==> images/sizing.png <==
Scale: 3 px per µm.
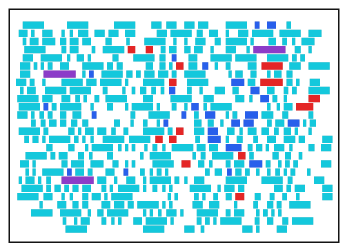
==> images/port_trees.png <==
Scale: 3 px per µm.
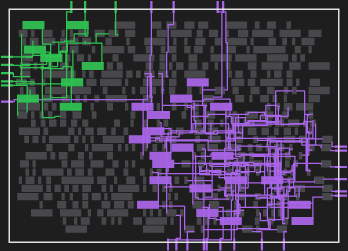
==> images/placed.png <==
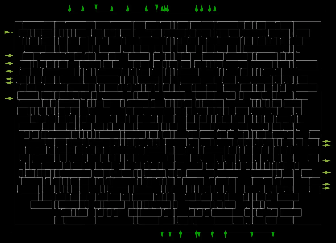
==> images/m1.png <==
Scale: 4 px per µm. Supply wires on this layer in gray.
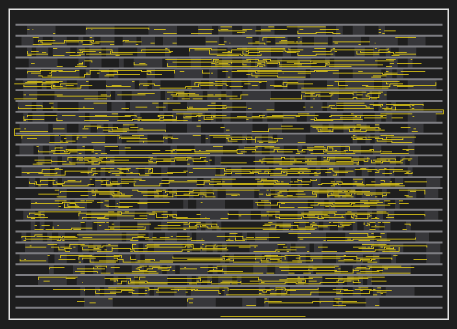
**src/rtl/tone_period_decoder.sv**
```systemverilog
// Identifies the note on a square-wave tone line by measuring the rising-edge period,
// classifying it against five nominal periods, debouncing, and detecting silence.
//
// state     | meaning
// S_IDLE    | no reference edge yet; the next edge starts a measurement
// S_MEASURE | counting between edges; each edge latches a period for classification
// S_SILENT  | no edge for SILENCE_CYCLES; clears the note and candidate, then idles
module tone_period_decoder #(
  parameter int unsigned P_E3           = 606760,
  parameter int unsigned P_G3           = 510204,
  parameter int unsigned P_A3           = 454546,
  parameter int unsigned P_C4           = 382220,
  parameter int unsigned P_E4           = 303370,
  parameter int unsigned TOL_SHIFT      = 6,
  parameter int unsigned CONFIRM        = 2,
  parameter int unsigned SILENCE_CYCLES = 1000000,
  parameter int unsigned CNT_W          = 20
) (
  input  logic             clk,
  input  logic             reset,
  input  logic             tone_in,
  output logic [2:0]       note_code,
  output logic             note_valid,
  output logic             note_change,
  output logic [CNT_W-1:0] period_out,
  output logic [7:0]       onset_count
);

  typedef enum logic [1:0] {S_IDLE, S_MEASURE, S_SILENT} state_t;

  localparam logic [2:0] C_NONE    = 3'd0;
  localparam logic [2:0] C_E3      = 3'd1;
  localparam logic [2:0] C_G3      = 3'd2;
  localparam logic [2:0] C_A3      = 3'd3;
  localparam logic [2:0] C_C4      = 3'd4;
  localparam logic [2:0] C_E4      = 3'd5;
  localparam logic [2:0] C_UNKNOWN = 3'd7;

  localparam logic [2:0]       CONF_MAX = 3'(CONFIRM);
  localparam logic [CNT_W-1:0] SIL      = CNT_W'(SILENCE_CYCLES);
  localparam logic [CNT_W-1:0] CNT_MAX  = {CNT_W{1'b1}};

  localparam logic [CNT_W-1:0] LO_E3 = CNT_W'(P_E3 - (P_E3 >> TOL_SHIFT));
  localparam logic [CNT_W-1:0] HI_E3 = CNT_W'(P_E3 + (P_E3 >> TOL_SHIFT));
  localparam logic [CNT_W-1:0] LO_G3 = CNT_W'(P_G3 - (P_G3 >> TOL_SHIFT));
  localparam logic [CNT_W-1:0] HI_G3 = CNT_W'(P_G3 + (P_G3 >> TOL_SHIFT));
  localparam logic [CNT_W-1:0] LO_A3 = CNT_W'(P_A3 - (P_A3 >> TOL_SHIFT));
  localparam logic [CNT_W-1:0] HI_A3 = CNT_W'(P_A3 + (P_A3 >> TOL_SHIFT));
  localparam logic [CNT_W-1:0] LO_C4 = CNT_W'(P_C4 - (P_C4 >> TOL_SHIFT));
  localparam logic [CNT_W-1:0] HI_C4 = CNT_W'(P_C4 + (P_C4 >> TOL_SHIFT));
  localparam logic [CNT_W-1:0] LO_E4 = CNT_W'(P_E4 - (P_E4 >> TOL_SHIFT));
  localparam logic [CNT_W-1:0] HI_E4 = CNT_W'(P_E4 + (P_E4 >> TOL_SHIFT));

  function automatic logic [2:0] classify(input logic [CNT_W-1:0] p);
    logic [2:0] c;
    c = C_UNKNOWN;
    if      (p >= LO_E3 && p <= HI_E3) c = C_E3;
    else if (p >= LO_G3 && p <= HI_G3) c = C_G3;
    else if (p >= LO_A3 && p <= HI_A3) c = C_A3;
    else if (p >= LO_C4 && p <= HI_C4) c = C_C4;
    else if (p >= LO_E4 && p <= HI_E4) c = C_E4;
    return c;
  endfunction

  state_t           state_q, state_d;
  logic             sync0_q, sync1_q, sync2_q;
  logic             edge_w;
  logic [CNT_W-1:0] cnt_q, cnt_d;
  logic [CNT_W-1:0] period_q, period_d;
  logic             cls_v_q, cls_v_d;
  logic [2:0]       cand_q, cand_d;
  logic [2:0]       conf_q, conf_d;
  logic             upd_q, upd_d;
  logic [2:0]       code_q, code_d;
  logic             valid_q;
  logic             change_q, change_d;
  logic [7:0]       onset_q, onset_d;
  logic [2:0]       cls_w;

  assign edge_w = sync1_q & ~sync2_q;
  assign cls_w  = classify(period_q);

  always_comb begin
    state_d  = state_q;
    period_d = period_q;
    cls_v_d  = 1'b0;
    cand_d   = cand_q;
    conf_d   = conf_q;
    upd_d    = 1'b0;
    code_d   = code_q;
    change_d = 1'b0;
    onset_d  = onset_q;

    if (edge_w)                cnt_d = {{(CNT_W-1){1'b0}}, 1'b1};
    else if (cnt_q == CNT_MAX) cnt_d = cnt_q;
    else                       cnt_d = cnt_q + 1'b1;

    // Debounce stage, one cycle after the period was latched
    if (cls_v_q) begin
      upd_d = 1'b1;
      if (cls_w == cand_q) begin
        conf_d = (conf_q >= CONF_MAX) ? CONF_MAX : conf_q + 3'd1;
      end else begin
        cand_d = cls_w;
        conf_d = 3'd1;
      end
    end

    // Report stage, one cycle after the debounce stage
    if (upd_q && conf_q == CONF_MAX && cand_q != code_q) begin
      code_d   = cand_q;
      change_d = 1'b1;
      if (code_q == C_NONE) onset_d = onset_q + 8'd1;
    end

    case (state_q)
      S_IDLE: begin
        if (edge_w) state_d = S_MEASURE;
      end
      S_MEASURE: begin
        if (edge_w) begin
          period_d = cnt_q;
          cls_v_d  = 1'b1;
        end else if (cnt_q == SIL) begin
          state_d = S_SILENT;
        end
      end
      S_SILENT: begin
        // An edge landing here becomes the new reference rather than being lost
        state_d = edge_w ? S_MEASURE : S_IDLE;
        cand_d  = C_NONE;
        conf_d  = 3'd0;
        upd_d   = 1'b0;
        if (code_q != C_NONE) begin
          code_d   = C_NONE;
          change_d = 1'b1;
        end
      end
      default: state_d = S_IDLE;
    endcase
  end

  always_ff @(posedge clk) begin
    if (reset) begin
      state_q  <= S_IDLE;
      sync0_q  <= 1'b0;
      sync1_q  <= 1'b0;
      sync2_q  <= 1'b0;
      cnt_q    <= '0;
      period_q <= '0;
      cls_v_q  <= 1'b0;
      cand_q   <= C_NONE;
      conf_q   <= 3'd0;
      upd_q    <= 1'b0;
      code_q   <= C_NONE;
      valid_q  <= 1'b0;
      change_q <= 1'b0;
      onset_q  <= 8'd0;
    end else begin
      state_q  <= state_d;
      sync0_q  <= tone_in;
      sync1_q  <= sync0_q;
      sync2_q  <= sync1_q;
      cnt_q    <= cnt_d;
      period_q <= period_d;
      cls_v_q  <= cls_v_d;
      cand_q   <= cand_d;
      conf_q   <= conf_d;
      upd_q    <= upd_d;
      code_q   <= code_d;
      valid_q  <= (code_d != C_NONE);
      change_q <= change_d;
      onset_q  <= onset_d;
    end
  end

  assign note_code   = code_q;
  assign note_valid  = valid_q;
  assign note_change = change_q;
  assign period_out  = period_q;
  assign onset_count = onset_q;

endmodule

```
**config.mk**
```make
export PLATFORM = sky130hd
export DESIGN_NAME = tone_period_decoder
export DESIGN_NICKNAME = d
export VERILOG_FILES = /design/src/rtl/tone_period_decoder.sv
export SDC_FILE = /design/constraint.sdc
export NUM_CORES = 1
export LEC_CHECK = 0
export ABC_AREA = 0
export ABC_CLOCK_PERIOD_IN_PS = 3000
export CELL_PAD_IN_SITES_DETAIL_PLACEMENT = 1
export CELL_PAD_IN_SITES_GLOBAL_PLACEMENT = 1
export CORE_ASPECT_RATIO = 0.7
export CORE_UTILIZATION = 44
export CTS_BUF_LIST = sky130_fd_sc_hd__clkbuf_2
export CTS_CLUSTER_DIAMETER = 30
export DETAILED_ROUTE_END_ITERATION = 8
export PLACE_DENSITY = 0.78
export SLEW_MARGIN = 0
export SYNTH_ARGS = -nofsm -noshare
export SYNTH_HDL_FRONTEND = slang
export SYNTH_SLANG_ARGS = --single-unit
```
**constraint.sdc**
```tcl
create_clock -name clk -period 3 [get_ports clk]
set_clock_uncertainty 0.05 [all_clocks]
set_input_delay 0.3 -clock clk [delete_from_list [all_inputs] [get_ports clk]]
set_output_delay 0.3 -clock clk [all_outputs]
set_load 0.03 [all_outputs]
```
==> CHANGELOG.md <==
### Changed

- Crit path max-delay cell type: dfxtp_1
- Cell Area, Synth: 3550 µm²
- Worst slew margin: 49.3%
- Cell with the most instances after synthesis: dfxtp_1
- Area reported by Yosys stat: 3550 µm²
- Total GRT Usage: 25.1%
- # hold bufs at CTS: 0
- Worst vdd ir: 0.000341 V
- Post-synth top area share: 37.2%
- Worst-path cell chain: or4b_1 -> or3b_1 -> nor4_2 -> o31a_2 -> nor4_2 -> or3b_1 -> nand3b_4 -> a21oi_2
- Clock-net power: 712 µW
- Top delay family on crit path: simple AND/OR/NAND/NOR gates
- Comb pwr: 45.4 µW
- Top post-synthesis cells by count: dfxtp_1, nand2_1, nor2_1, a21oi_1, nand3_1
- GR met3 Demand/Resource: 7.40%
- Reg clk slew, reported paths: 0.20 ns
- Worst-path fanout max: 11
- First-pass GRT wire length: 16300 µm
- Sequential fraction of the synthesis area: 37.2%
- Reg area: 1320 µm²
- Flop pwr share: 54.1%
- Largest net degree at the start of global routing: 40
- Non-clock inverter count in the final layout: 6
- Top power group: sequential cells
- Placed cells: 545
- Syn Inst Count: 432
- Endpoint, Worst Hold: sync0_q
- Psw: 385 µW
- Biggest area cells: dfxtp_1, nand2_1, a21oi_1, nor2_1, buf_6
- Ys Warns: 0
- Clk root buf: clkbuf_2
- Synth Area in XOR/XNOR: 5.18%
- Drt wl/cell: 17.3 µm
- Top Usage Layer GRT: met2
- Fraction of layout cells with a size suffix above 1: 9.29%
- Ant diodes: 0
- DP Wirelength: 7040 µm
- Run status: completed
- Combinational Power Share: 2.8%
-- sizing.png (at the start) --
legend:
  blue:
    size: x2
    cells: 26
    share: 5.6%
  cyan:
    size: x1 and smaller
    cells: 420
    share: 91%
  purple:
    size: x6 and larger
    cells: 3
    share: 0.65%
  red:
    size: x3 and x4
    cells: 14
    share: 3.0%
setup slack after layout: 0.347 ns
design area: 4050 µm²
Buffers excl. clock: 42
area delta synth->final: 14.1%

-- port_trees.png (at the start) --
legend:
  green:
    port: onset_count
    direction: output
    edge: 5 left, 3 top
    end_cells: 8
    wire: 362 µm
  purple:
    port: period_out
    direction: output
    edge: 9 bottom, 6 right, 4 top, 1 left
    end_cells: 20
    wire: 2040 µm
Top Ports: 36
IO buf count: 35

-- placed.png (at the start) --
tap cells: 98
FP Rows: 26
num sequential: 66
Layout Utilization: 53.7%

-- m1.png (at the start) --
main direction: horizontal
wire length on this layer: 4840 µm
longest straight run: 30.4 µm
share of all routed wire: 50%
Post-Route WL: 9720 µm
GR Util met1: 35.1%
vias: 3225

Power is estimated from default activity; no workload was simulated.
